**Routed metal per tile**

The die is cut into 12 by 19 equal tiles; dark blue is low, red is high, scaled to the fullest tile. Values are wire area over tile area, all layers added.
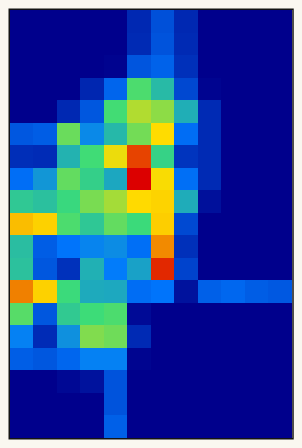
**Wires at chosen ports, followed through buffers**

The bar under the picture is 20 um long.
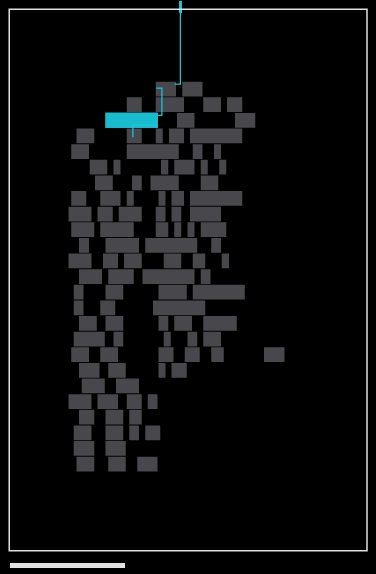
**Clock wiring as the flow saved it**

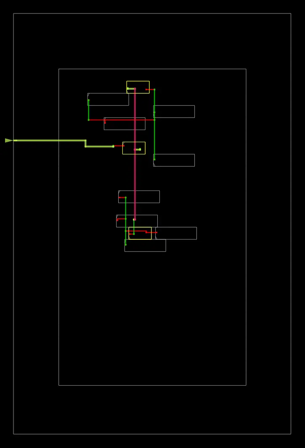
**Close-up of the layout**

Region (0, 50) to (40, 90) um. Cells in grey, sequential cells in the stronger grey; small squares are vias.
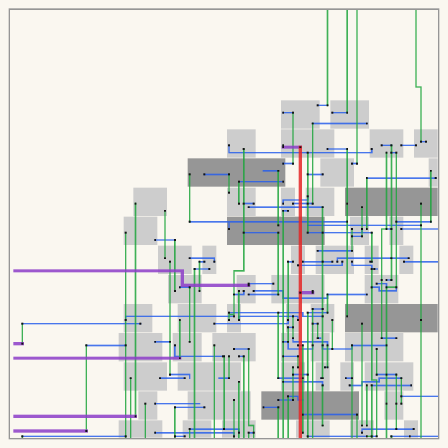
**Metal layers overlaid**

Only two layers are drawn.
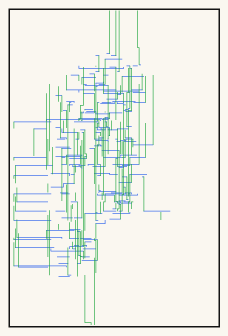
--- src/rtl/hazard_ctl.sv ---
// Pipeline hazard control: load-use and mul/div stalls, taken-branch flush,
// and the mul/div busy sequencer that drives HI/LO writeback.
module hazard_ctl #(
  parameter int unsigned MUL_LAT = 5,
  parameter int unsigned DIV_LAT = 32
) (
  input  logic       clk,
  input  logic       rst_n,
  input  logic [4:0] rs_2,
  input  logic [4:0] rt_2,
  input  logic       UseRt_2,
  input  logic       MdUse_2,
  input  logic       MemRead_3,
  input  logic [4:0] rt_3,
  input  logic       BrTaken_3,
  input  logic       MdStart_3,
  input  logic       MdOp_3,
  output logic       PCWr,
  output logic       IFIDWr,
  output logic       IFIDFlush,
  output logic       IDEXFlush,
  output logic       MdGo,
  output logic       MdBusy,
  output logic       HiLoWr,
  output logic       MdErr
);

  localparam logic       IDLE    = 1'b0;
  localparam logic       RUN     = 1'b1;
  localparam logic [5:0] MUL_CNT = 6'(MUL_LAT);
  localparam logic [5:0] DIV_CNT = 6'(DIV_LAT);

  logic       state, state_d;
  logic [5:0] cnt, cnt_d;
  logic       err_d;
  logic       lu, md, stall;

  // A start seen while already running is dropped; it only raises the error flag.
  always_comb begin
    MdGo    = (state == IDLE) & MdStart_3;
    MdBusy  = (state == RUN);
    HiLoWr  = MdBusy & (cnt == 6'd1);
    state_d = state;
    cnt_d   = cnt;
    err_d   = MdErr | (MdBusy & MdStart_3);
    if (MdGo) begin
      state_d = RUN;
      cnt_d   = MdOp_3 ? DIV_CNT : MUL_CNT;
    end else if (MdBusy) begin
      if (cnt == 6'd1) begin
        state_d = IDLE;
        cnt_d   = 6'd0;
      end else begin
        cnt_d = cnt - 6'd1;
      end
    end
  end

  always_ff @(posedge clk or negedge rst_n) begin
    if (!rst_n) begin
      state <= IDLE;
      cnt   <= 6'd0;
      MdErr <= 1'b0;
    end else begin
      state <= state_d;
      cnt   <= cnt_d;
      MdErr <= err_d;
    end
  end

  // The MdGo term covers the start cycle itself, before RUN is visible.
  always_comb begin
    lu    = MemRead_3 & (rt_3 != 5'd0) &
            ((rt_3 == rs_2) | (UseRt_2 & (rt_3 == rt_2)));
    md    = MdUse_2 & (MdBusy | MdGo);
    stall = lu | md;
    PCWr      = 1'b1;
    IFIDWr    = 1'b1;
    IFIDFlush = 1'b0;
    IDEXFlush = 1'b0;
    if (BrTaken_3) begin
      IFIDFlush = 1'b1;
      IDEXFlush = 1'b1;
    end else if (stall) begin
      PCWr      = 1'b0;
      IFIDWr    = 1'b0;
      IDEXFlush = 1'b1;
    end
  end

endmodule

--- config.mk ---
export PLATFORM = sky130hd
export DESIGN_NAME = hazard_ctl
export DESIGN_NICKNAME = d
export VERILOG_FILES = /design/src/rtl/hazard_ctl.sv
export SDC_FILE = /design/constraint.sdc
export NUM_CORES = 1
export LEC_CHECK = 0
export CELL_PAD_IN_SITES_DETAIL_PLACEMENT = 1
export CELL_PAD_IN_SITES_GLOBAL_PLACEMENT = 2
export CORE_AREA = 10 10 52 84
export DETAILED_ROUTE_END_ITERATION = 8
export DIE_AREA = 0 0 62 94
export GPL_ROUTABILITY_DRIVEN = 0
export PLACE_DENSITY = 0.82
export RECOVER_POWER = 25
export SYNTH_ARGS = -nofsm -noshare
export SYNTH_HDL_FRONTEND = slang
export SYNTH_SLANG_ARGS = --single-unit
--- constraint.sdc ---
create_clock -name clk -period 1.6 [get_ports clk]
set_input_delay 0.24 -clock clk [delete_from_list [all_inputs] [get_ports clk]]
set_output_delay 0.24 -clock clk [all_outputs]
set_load 0.03 [all_outputs]
==> design notes <==
The run finished, with violations left. The checks that failed: negative setup slack. Critical path's top delay family: simple AND/OR/NAND/NOR gates. For the number of library cell types mapped by synthesis, the log shows 27. In the power breakdown, the internal column shows 0.443 mW. The first global-routing pass estimated 3290 um of wire. The sequential fraction of total cell area works out to 0.191. TritonCTS built the clock tree. The run gives 1.48 ns as the arrival time at the worst endpoint.

The run gives 0.00105 mm^2 for the cell area after layout. The endpoint class of the critical path was an output port. With the fraction of power spent switching nets at 0.235, the worst slew margin relative to its limit is 0.736. Detailed placement ended at an HPWL of 1720 um. The initial antenna violation count was 0; the DRC violation count after routing was 0.

In this run the vertical extent of the chip is 94 um. With the clock period minus final worst setup slack at 1.72 ns, the number of flip-flops under the largest register name is 6. With the ratio of cells with drive above 1 in the final layout at 0.324, the layout buffer count excluding clock buffers is 38. The multi-input logic portion of the cell area was 0.373. Per report_power, the Clock row totals 0.239 mW. The number of placed instances, taps included, is 143. Number of enable-type register cells in the synthesized netlist: 0.

Entering global routing, the biggest net connects 9 pins. The flow inserted 42 tap cells. The layout buffering overhead excluding clock cells was 0.324; the total grt overflow was 0. The run gives 0.201 for the effective utilization at floorplan. Per the CTS log, the root buffer master is clkbuf_8.

Ranked by instance count, the synthesized netlist is headed by xor2_1 (9), dfrtp_1 (8), inv_1 (6). The top contributor to total power is clock. The STA report counts the stages on the worst setup path as 6. The final power report lists total power as 0.578 mW. 31 I/O pins were placed. Summed over all nets, the switching power comes to 0.136 mW. Per the timing report, the most critical flop-to-flop path originates at cnt[1].

VDD sags by at most 0.303 mV. Row generation in the floorplan step produced 26 rows. The first detailed-routing pass ran for 2 iterations. The OpenROAD warning count was 30; the power consumed by sequential cells was 0.203 mW. The run gives 3 for the setup violation total in the final timing report.

The worst register-to-register path depth is 5. During placement, the flow inserted port buffers numbering 30. The run gives 0.23 ns as the clock insertion delay at the later pin of the skew report. The tally of filler cells in the layout is 344, and the via count of the first global-routing pass is 741. The detailed router placed 624 vias in this run. Most used flip-flop cell: dfrtp_1. The run gives 8.89 um^2 for the average footprint of a synthesized cell. For this sky-water flow run, the detailed-routed wirelength per cell is reported as 13.4 um. Total negative slack for setup checks: -0.298 ns. In the final design database the tool counted 132 nets.

The layout report lists the multi-input gate area as 390 um^2. Timing would allow up to 582 MHz. The post-placement cell area is 967 um^2.

Count of endpoints failing hold in the final timing report: 0. The logs give 0 for the number of inserted diodes and 1 for the number of levels the H-tree was split into. The post-synth register bit count is 8. The longest clock path from root to sink contains 2 buffers. The routed design has 1980 um of wire.

The logs give 200 um^2 for the sequential cell area and 0 for the number of max-slew violations in the final report. Per the post-CTS timing run, clock transition at the registers of the reported paths is 0.04 ns. Synthesis produced a netlist whose cell count is 67.

The run gives 0.234 for the fraction of power consumed by combinational cells. The ratio of routed vias to standard cells was 4.24; the portion of synthesized cell area occupied by the leading cell type was 0.336. The Yosys step of the flow raised 0 warnings. STA lists the maximum fanout along the critical path as 3. The synth_stat.txt file lists the number of cells as 67. The chip width was 62 um; the portion of the layout cell area used by clock cells was 0.0395.

The total number of clock tree sinks is 8, and the worst setup margin is -0.118 ns. Once detail routing completed, the nets flagged for antenna violations numbered 0. The cell area that synthesis handed to floorplanning was 596 um^2.

The main area contributors are dfrtp_1 (34%), xor2_1 (13%), xnor2_1 (4.4%). For this run, combinational gates with multiple inputs come to 50. The run gives 0.29 ns as the flop-to-flop setup slack. In this run the critical register-to-register path is captured at cnt[4]. Per the cell usage report, the commonest logic cell in the layout is buf_4.

The run gives 147 for the filler-free cell count of the finished design. Power spread over the standard cell area amounts to 553 mW/mm^2. Walking the worst path, the cells encountered are buf_8, buf_4, or4_4, o21ai_2, o32a_2, buf_6. The critical path in this run is classified as in -> out. In this run, post-CTS hold repair placed 0 buffers.

Number of clock-tree buffers in the layout: 3. The worst hold path belongs to the class in -> async. The global-route total usage across every layer was 0.0758; the leakage power summed over all cells was 0.451 nW.

For the pin with the worst max-slew slack, the measured transition is 0.394 ns. The critical path ends at PCWr. The largest register by flop count is cnt. Once iteration 0 of detailed routing completed, the report listed 4 DRC markers. The most common logic cells in the final layout are buf_4 (12), dfrtp_1 (8), xor2_1 (7), clkdlybuf4s50_1 (7), dlygate4sd2_1 (7). The number of nets produced by synthesis was 92; the data required time at the worst endpoint was 1.36 ns. The portion of the post-synthesis area used by sequential elements was 0.336. On the critical path, the stage with the largest delay is an instance of or4_4. Peak per-stage delay on the critical path: 0.54 ns. Setup repair after global routing could not meet its margin everywhere. The region available for standard cell placement spans 0.00296 mm^2.

The number of max-cap violations was 0. Prior to clock tree synthesis, the placed netlist has a worst setup slack of -0.503 ns. The worst path buffer plus inverter count works out to 3. Part of the power in the clock network: 0.414. In the post-synthesis netlist, the cell with the most instances is xor2_1.

The chip occupies 0.00583 mm^2. The tools report the relative contribution of sequential cells to total power as 0.352. With the share of the clock period used by the worst path at 1.07, the power consumed by combinational cells is 0.136 mW. The tools report the launching instance or port of the critical path as rt_3[1]. The area growth from synthesis to layout was 75.6%. The run gives 0.353 for the core utilization of the finished layout. Among all cell classes, the greatest summed area belongs to combinational gates.
-- 'routed metal per tile' (at the start) --
densest ninth of the die: middle
fullest tile: 0.31
tiles over half the peak: 14%

-- 'wires at chosen ports, followed through buffers' (at the start) --
legend:
  `MdErr`:
    colour: cyan
    bits: 1
    direction: output
    edge: top
    end_cells: 1
    buffers: 1
    wire: 26.4 um

-- 'clock wiring as the flow saved it' (at the start) --
FF+latch count: 8
TritonCTS buffer count: 3
largest clock skew in the final design: 0.00424 ns

-- 'close-up of the layout' (at the start) --
legend:
  metal 1:
    colour: blue
  metal 2:
    colour: green
  metal 3:
    colour: purple
  metal 4:
    colour: red
cells with their middle in the window: 55
sequential cells in the window: 5
netlist names of flops here include: `cnt` (3)
most frequent: buf_4 (6)

-- 'metal layers overlaid' (at the start) --
legend:
  metal 2:
    colour: green
    wire_length: 1110 um
  metal 1:
    colour: blue
    wire_length: 668 um

## what timing repair did
action                                  in CTS  in global routing
resized                                     48                  7
pin swaps                                   10                  5
endpoints found under the setup margin       5                  4
buffers inserted                             0                  1
cloned                                       0                  0
## cells by family after synthesis
logic type | after synthesis | synth area share
compound gates | 18 | 0.197
xor+xnor | 12 | 0.176
flops | 8 | 0.336
simple gates | 17 | 0.160
buf+inv | 9 | 0.0714
fa+ha+maj | 2 | 0.0420
mux | 1 | 0.0168
## metal layers
metal	routed length (um)	GRT usage	part of all wire	vias up
met5	0	0	0	-
met4	29	0.0281	0.015	0
met3	170	0.0339	0.086	3
met2	1110	0.141	0.56	28
met1	667	0.0664	0.34	284
li1	-	-	-	309
Power is estimated from default activity; no workload was simulated.
